<file path="src/rtl/hash_table_pipeline_if.sv">
// Stream handshake bundle for hash_table_pipeline: request beat in
// (data/valid/last/keep, ready back) and result beat out (valid/data/last/keep, ready in).
interface hash_table_pipeline_if #(
  parameter int DATA_WIDTH = 32,
  parameter int KEEP_WIDTH = 8
);
  logic [DATA_WIDTH-1:0] data_in;
  logic                  valid_i;
  logic                  ready_o;
  logic                  last_i;
  logic [KEEP_WIDTH-1:0] keep_i;
  logic                  ready_i;
  logic                  valid_o;
  logic [DATA_WIDTH-1:0] read_data_o;
  logic                  last_o;
  logic [KEEP_WIDTH-1:0] keep_o;

  modport master (
    output data_in, valid_i, last_i, keep_i, ready_i,
    input  ready_o, valid_o, read_data_o, last_o, keep_o
  );

  modport slave (
    input  data_in, valid_i, last_i, keep_i, ready_i,
    output ready_o, valid_o, read_data_o, last_o, keep_o
  );
endinterface

</file>
<file path="src/rtl/hash_table_pipeline.sv">
// Direct-mapped key/value table on a valid/ready stream; ports: clk, reset (async low),
// bus (slave), fill_count_o; optional hit/miss/collision counters via HASH_TABLE_PIPELINE_STATS_EN.
module hash_table_pipeline #(
  parameter int DATA_WIDTH  = 32,
  parameter int KEY_WIDTH   = 12,
  parameter int VALUE_WIDTH = 16,
  parameter int ADDR_WIDTH  = 4,
  parameter int KEEP_WIDTH  = 8,
  parameter int OUT_STAGES  = 0
) (
  input  logic                  clk,
  input  logic                  reset,
  hash_table_pipeline_if.slave  bus,
  output logic [ADDR_WIDTH:0]   fill_count_o
`ifdef HASH_TABLE_PIPELINE_STATS_EN
  ,
  output logic [31:0]           hit_count_o,
  output logic [31:0]           miss_count_o,
  output logic [31:0]           collision_count_o
`endif
);

  localparam int DEPTH = 1 << ADDR_WIDTH;
  localparam int NS    = OUT_STAGES + 1;
  localparam int NSL   = (KEY_WIDTH + ADDR_WIDTH - 1) / ADDR_WIDTH;
  localparam int KO    = VALUE_WIDTH;
  localparam int PAD   = DATA_WIDTH - KEY_WIDTH - VALUE_WIDTH;

  localparam logic [DATA_WIDTH-1:0] KV_MASK =
    {{PAD{1'b0}}, {(KEY_WIDTH + VALUE_WIDTH){1'b1}}};

  localparam logic [1:0] ST_NOP  = 2'b00;
  localparam logic [1:0] ST_HIT  = 2'b01;
  localparam logic [1:0] ST_MISS = 2'b10;
  localparam logic [1:0] ST_COL  = 2'b11;

  function automatic logic [ADDR_WIDTH-1:0] fold(
    input logic [KEY_WIDTH-1:0] k
  );
    logic [NSL*ADDR_WIDTH-1:0] p;
    p = '0;
    p[KEY_WIDTH-1:0] = k;
    fold = '0;
    for (int i = 0; i < NSL; i++)
      fold ^= p[i*ADDR_WIDTH +: ADDR_WIDTH];
  endfunction

  logic                   v1;
  logic [DATA_WIDTH-1:0]  d1;
  logic                   l1;
  logic [KEEP_WIDTH-1:0]  k1;
  logic [ADDR_WIDTH-1:0]  i1;

  logic [NS-1:0]          sv;
  logic [DATA_WIDTH-1:0]  sd [NS];
  logic [NS-1:0]          sl;
  logic [KEEP_WIDTH-1:0]  sk [NS];

  logic [NS-1:0]          en_s;
  logic                   en1;

  logic [DEPTH-1:0]       occ;
  logic [KEY_WIDTH-1:0]   tkey [DEPTH];
  logic [VALUE_WIDTH-1:0] tval [DEPTH];
  logic [ADDR_WIDTH:0]    fill;

  logic [1:0]             op1;
  logic [KEY_WIDTH-1:0]   key1;
  logic [VALUE_WIDTH-1:0] val1;
  logic                   hit;
  logic [1:0]             st;
  logic [DATA_WIDTH-1:0]  res;
  logic                   wr;
  logic                   set;
  logic                   clr;
  logic                   xfer;

  assign op1  = d1[DATA_WIDTH-1 -: 2];
  assign key1 = d1[KO +: KEY_WIDTH];
  assign val1 = d1[VALUE_WIDTH-1:0];

  // A stage may load when empty or when everything after it moves;
  // folded as "ready_i or some stage from here down is a bubble".
  always_comb begin
    logic all_v;
    all_v = 1'b1;
    en_s  = '0;
    for (int i = NS - 1; i >= 0; i--) begin
      all_v   = all_v & sv[i];
      en_s[i] = bus.ready_i | ~all_v;
    end
    en1 = bus.ready_i | ~(all_v & v1);
  end

  assign bus.ready_o = en1;
  assign xfer        = v1 & en_s[0];

  always_comb begin
    hit = occ[i1] && (tkey[i1] == key1);
    res = d1 & KV_MASK;
    st  = ST_NOP;
    wr  = 1'b0;
    set = 1'b0;
    clr = 1'b0;
    unique case (1'b1)
      op1 == 2'b01: begin
        if (hit) begin
          st = ST_HIT;
          res[VALUE_WIDTH-1:0] = tval[i1];
        end else begin
          st = ST_MISS;
        end
      end
      op1 == 2'b10: begin
        if (!occ[i1]) begin
          st  = ST_HIT;
          wr  = 1'b1;
          set = 1'b1;
        end else if (hit) begin
          st = ST_HIT;
          wr = 1'b1;
        end else begin
          st = ST_COL;
        end
      end
      op1 == 2'b11: begin
        if (hit) begin
          st  = ST_HIT;
          clr = 1'b1;
        end else begin
          st = ST_MISS;
        end
      end
      default: st = ST_NOP;
    endcase
    res[DATA_WIDTH-1 -: 2] = st;
  end

  always_ff @(posedge clk or negedge reset) begin
    if (!reset) begin
      occ  <= '0;
      fill <= '0;
    end else if (xfer) begin
      if (set) begin
        occ[i1] <= 1'b1;
        fill    <= fill + 1'b1;
      end
      if (clr) begin
        occ[i1] <= 1'b0;
        fill    <= fill - 1'b1;
      end
    end
  end

  // Key/value payload needs no reset: occ gates every use.
  always_ff @(posedge clk) begin
    if (xfer && wr) begin
      tkey[i1] <= key1;
      tval[i1] <= val1;
    end
  end

  always_ff @(posedge clk or negedge reset) begin
    if (!reset) begin
      v1 <= 1'b0;
      d1 <= '0;
      l1 <= 1'b0;
      k1 <= '0;
      i1 <= '0;
      sv <= '0;
      sl <= '0;
      for (int i = 0; i < NS; i++) begin
        sd[i] <= '0;
        sk[i] <= '0;
      end
    end else begin
      if (en1) begin
        v1 <= bus.valid_i;
        if (bus.valid_i) begin
          d1 <= bus.data_in;
          l1 <= bus.last_i;
          k1 <= bus.keep_i;
          i1 <= fold(bus.data_in[KO +: KEY_WIDTH]);
        end
      end
      if (en_s[0]) begin
        sv[0] <= v1;
        if (v1) begin
          sd[0] <= res;
          sl[0] <= l1;
          sk[0] <= k1;
        end
      end
      for (int i = 1; i < NS; i++) begin
        if (en_s[i]) begin
          sv[i] <= sv[i-1];
          if (sv[i-1]) begin
            sd[i] <= sd[i-1];
            sl[i] <= sl[i-1];
            sk[i] <= sk[i-1];
          end
        end
      end
    end
  end

  assign bus.valid_o     = sv[NS-1];
  assign bus.read_data_o = sd[NS-1];
  assign bus.last_o      = sl[NS-1];
  assign bus.keep_o      = sk[NS-1];
  assign fill_count_o    = fill;

`ifdef HASH_TABLE_PIPELINE_STATS_EN
  always_ff @(posedge clk or negedge reset) begin
    if (!reset) begin
      hit_count_o       <= '0;
      miss_count_o      <= '0;
      collision_count_o <= '0;
    end else if (xfer) begin
      unique case (st)
        ST_HIT:  hit_count_o       <= hit_count_o + 1'b1;
        ST_MISS: miss_count_o      <= miss_count_o + 1'b1;
        ST_COL:  collision_count_o <= collision_count_o + 1'b1;
        default: ;
      endcase
    end
  end
`endif

endmodule

</file>
<file path="src/flat_wrapper.sv">
// flat-port wrapper written by rule: the top's interface ports become plain ports
module hash_table_pipeline_flat 
#(
  parameter int DATA_WIDTH  = 32,
  parameter int KEY_WIDTH   = 12,
  parameter int VALUE_WIDTH = 16,
  parameter int ADDR_WIDTH  = 4,
  parameter int KEEP_WIDTH  = 8,
  parameter int OUT_STAGES  = 0
)
  (clk, reset, fill_count_o, bus_data_in, bus_valid_i, bus_last_i, bus_keep_i, bus_ready_i, bus_ready_o, bus_valid_o, bus_read_data_o, bus_last_o, bus_keep_o);
  hash_table_pipeline_if #(.DATA_WIDTH(DATA_WIDTH), .KEEP_WIDTH(KEEP_WIDTH)) bus_i ();
  input  logic clk;
  input  logic reset;
  output logic [ADDR_WIDTH:0] fill_count_o;
  input wire logic [$bits(bus_i.data_in)-1:0] bus_data_in;
  input wire logic [$bits(bus_i.valid_i)-1:0] bus_valid_i;
  input wire logic [$bits(bus_i.last_i)-1:0] bus_last_i;
  input wire logic [$bits(bus_i.keep_i)-1:0] bus_keep_i;
  input wire logic [$bits(bus_i.ready_i)-1:0] bus_ready_i;
  output wire logic [$bits(bus_i.ready_o)-1:0] bus_ready_o;
  output wire logic [$bits(bus_i.valid_o)-1:0] bus_valid_o;
  output wire logic [$bits(bus_i.read_data_o)-1:0] bus_read_data_o;
  output wire logic [$bits(bus_i.last_o)-1:0] bus_last_o;
  output wire logic [$bits(bus_i.keep_o)-1:0] bus_keep_o;
  assign bus_i.data_in = bus_data_in;
  assign bus_i.valid_i = bus_valid_i;
  assign bus_i.last_i = bus_last_i;
  assign bus_i.keep_i = bus_keep_i;
  assign bus_i.ready_i = bus_ready_i;
  assign bus_ready_o = bus_i.ready_o;
  assign bus_valid_o = bus_i.valid_o;
  assign bus_read_data_o = bus_i.read_data_o;
  assign bus_last_o = bus_i.last_o;
  assign bus_keep_o = bus_i.keep_o;
  hash_table_pipeline #(.DATA_WIDTH(DATA_WIDTH), .KEY_WIDTH(KEY_WIDTH), .VALUE_WIDTH(VALUE_WIDTH), .ADDR_WIDTH(ADDR_WIDTH), .KEEP_WIDTH(KEEP_WIDTH), .OUT_STAGES(OUT_STAGES)) u_core (.clk(clk), .reset(reset), .bus(bus_i), .fill_count_o(fill_count_o));
endmodule
</file>
<file path="config.mk">
export PLATFORM = sky130hd
export DESIGN_NAME = hash_table_pipeline_flat
export DESIGN_NICKNAME = d
export VERILOG_FILES = /design/src/rtl/hash_table_pipeline_if.sv /design/src/rtl/hash_table_pipeline.sv /design/src/flat_wrapper.sv
export SDC_FILE = /design/constraint.sdc
export NUM_CORES = 1
export LEC_CHECK = 0
export ABC_AREA = 1
export CAP_MARGIN = 20
export CELL_PAD_IN_SITES_DETAIL_PLACEMENT = 0
export CELL_PAD_IN_SITES_GLOBAL_PLACEMENT = 1
export CORE_UTILIZATION = 45
export CTS_CLUSTER_DIAMETER = 30
export DETAILED_ROUTE_END_ITERATION = 10
export PLACE_DENSITY = 0.75
export SLEW_MARGIN = 0
export SYNTH_ARGS = -nofsm -noshare
export SYNTH_HDL_FRONTEND = slang
export SYNTH_SLANG_ARGS = --single-unit
</file>
<file path="constraint.sdc">
create_clock -name clk -period 3.7 [get_ports clk]
set_input_delay 0.74 -clock clk [delete_from_list [all_inputs] [get_ports clk]]
set_output_delay 0.74 -clock clk [all_outputs]
set_load 0.005 [all_outputs]
</file>
==> reports/results.ini <==
[timing]
fmax_ghz = 0.293

[setup_path]
cp_num_cells = 17
endpoint = u_core.tkey[11][9]$_DFFE_PP_
critPathMaxStageDelay_ns = 0.46
start_kind = flop
critPathKind = reg2reg
crit_top_cell = nand2_1
cp.required_ns = 4.01

[drt]
drtAntennaViolNets = 0
drcViolationCount = 0

[grt]
met3_usage_pct = 4.25
grt_pass1_vias = 14900

[die]
fp.coreArea_sq_um = 49100
fp_util_pct = 45.7

[synthesis]
yosys_cells = 1903
yosys.stat.chipArea_sq_um = 22400

[layout]
comb_share_pct = 19.9

[clock_network]
htreeDepth = 3

[job]
drv_cap = 0

[outcome]
outcome = finished, final reports clean

[placement]
place_area_sq_um = 24700

-- timing repair --
item / 4_1_cts / 5_1_grt
buffers inserted: 0 / 2
hold buffers: 0 / 0
endpoints found under the setup margin: 0 / 98
gates resized: 0 / 2
-- synth_stat cells, drive strengths merged (16+ instances only) --
library cell,instances,share of area (%)
nand3,39,0.93
nand2,683,11
nand4,20,0.62
inv,93,1.6
a22o,16,0.62
buf,47,1.4
a21oi,54,1.2
a22oi,128,4.3
a211oi,16,0.54
o21ai,75,1.7
dfrtp,105,12
clkbuf,50,0.84
edfxtp,448,60
nor2,94,1.8
-- cells by family (layout without fill, tap and decap cells) --
kind of cell    after synthesis  after routing  synth area share (%)
simple gates                839            839                  14.9
flops                       553            553                  71.7
compound gates              300            300                  8.67
buf+inv                     190            455                  3.81
xor+xnor                     11             11                 0.430
fa+ha+maj                     5              5                 0.312
mux                           4              4                 0.201
other cells                   1              2                0.0167
-- flip-flops by register name (all words and copies together) (netlist names) --
name / count
u_core.bus.keep_o: 8
u_core.bus.last_o: 1
u_core.bus.read_data_o: 30
u_core.bus.valid_o: 1
u_core.d1: 30
u_core.fill_count_o: 5
u_core.i1: 4
u_core.k1: 8
u_core.l1: 1
u_core.occ: 16
u_core.tkey: 192
u_core.tval: 256
u_core.v1: 1
-- per-stage QoR --
stage	util, %	hold WS (ns)	power [mW]	instances
detailed placement	50.3	0.459	10.6	2635
finish	58.0	0.244	20.5	2833
global placement	50.3	0.444	10.6	2635
global route	58.0	0.303	21.2	2833
CTS	58.0	0.269	20.6	2831
floorplan	-	0.436	9.28	1904
-- where the power goes --
part	internal, mW	total (mW)	switching (mW)
Clock	6.72	9.92	3.20
Sequential	7.17	7.54	0.365
Combinational	1.12	3.00	1.88
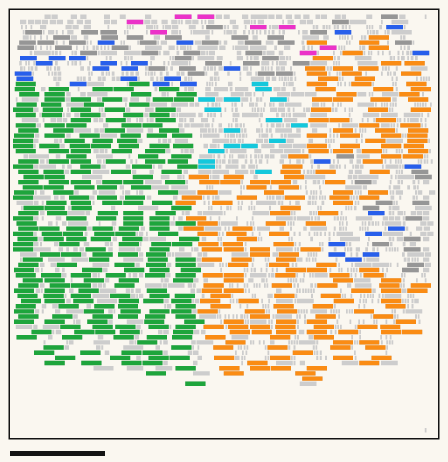
ff_map.png
Bar = 50 microns. Other sequential cells in the stronger gray, the rest of the logic in the fainter gray.
[u_core.tval] green | placed flops: 256
[u_core.bus.keep_o] magenta | placed flops: 8 | where: north
[u_core.tkey] orange | placed flops: 192
[u_core.d1] blue | placed flops: 30
[u_core.occ] cyan | placed flops: 16 | where: north
Core Util, Final: 58.0%
sequential share of cell area: 56.5%
Seq. pwr: 7.54 mW
register area: 16100 sq um

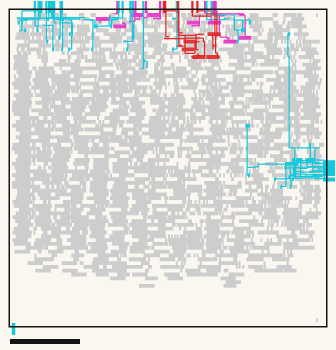
port_trees.png
Bar = 50 microns.
[bus_keep_o] magenta | bits: 8 | direction: output | end cells: 8 | buffers: 8 | wire: 190 microns
[bus_data_in] cyan | bits: 32 | direction: input | end cells: 38 | buffers: 30 | wire: 1240 microns
[fill_count_o] red | bits: 5 | direction: output | end cells: 5 | buffers: 5 | wire: 314 microns
I/O pin count: 93
IO buf count: 88

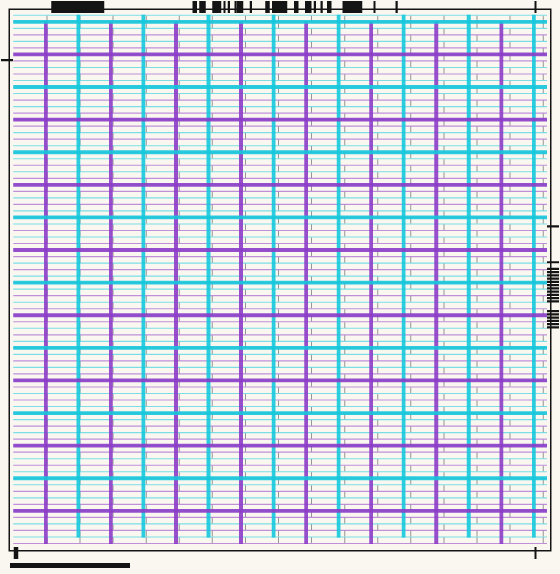
floorplan.png
Bar = 50 microns. Pins as bars on the die edge. Tap cells in gray.
[VDD] cyan
[VSS] purple
rows: 81
met5 straps: 16
tap cells: 664
met1 rails: 82

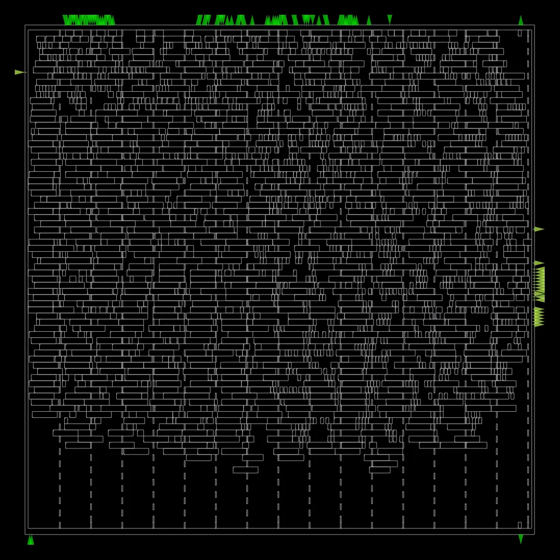
placed.png
Seq cells: 553
FILL cells: 3956

Power figures rest on the tool's default switching activity, not on a simulated workload.
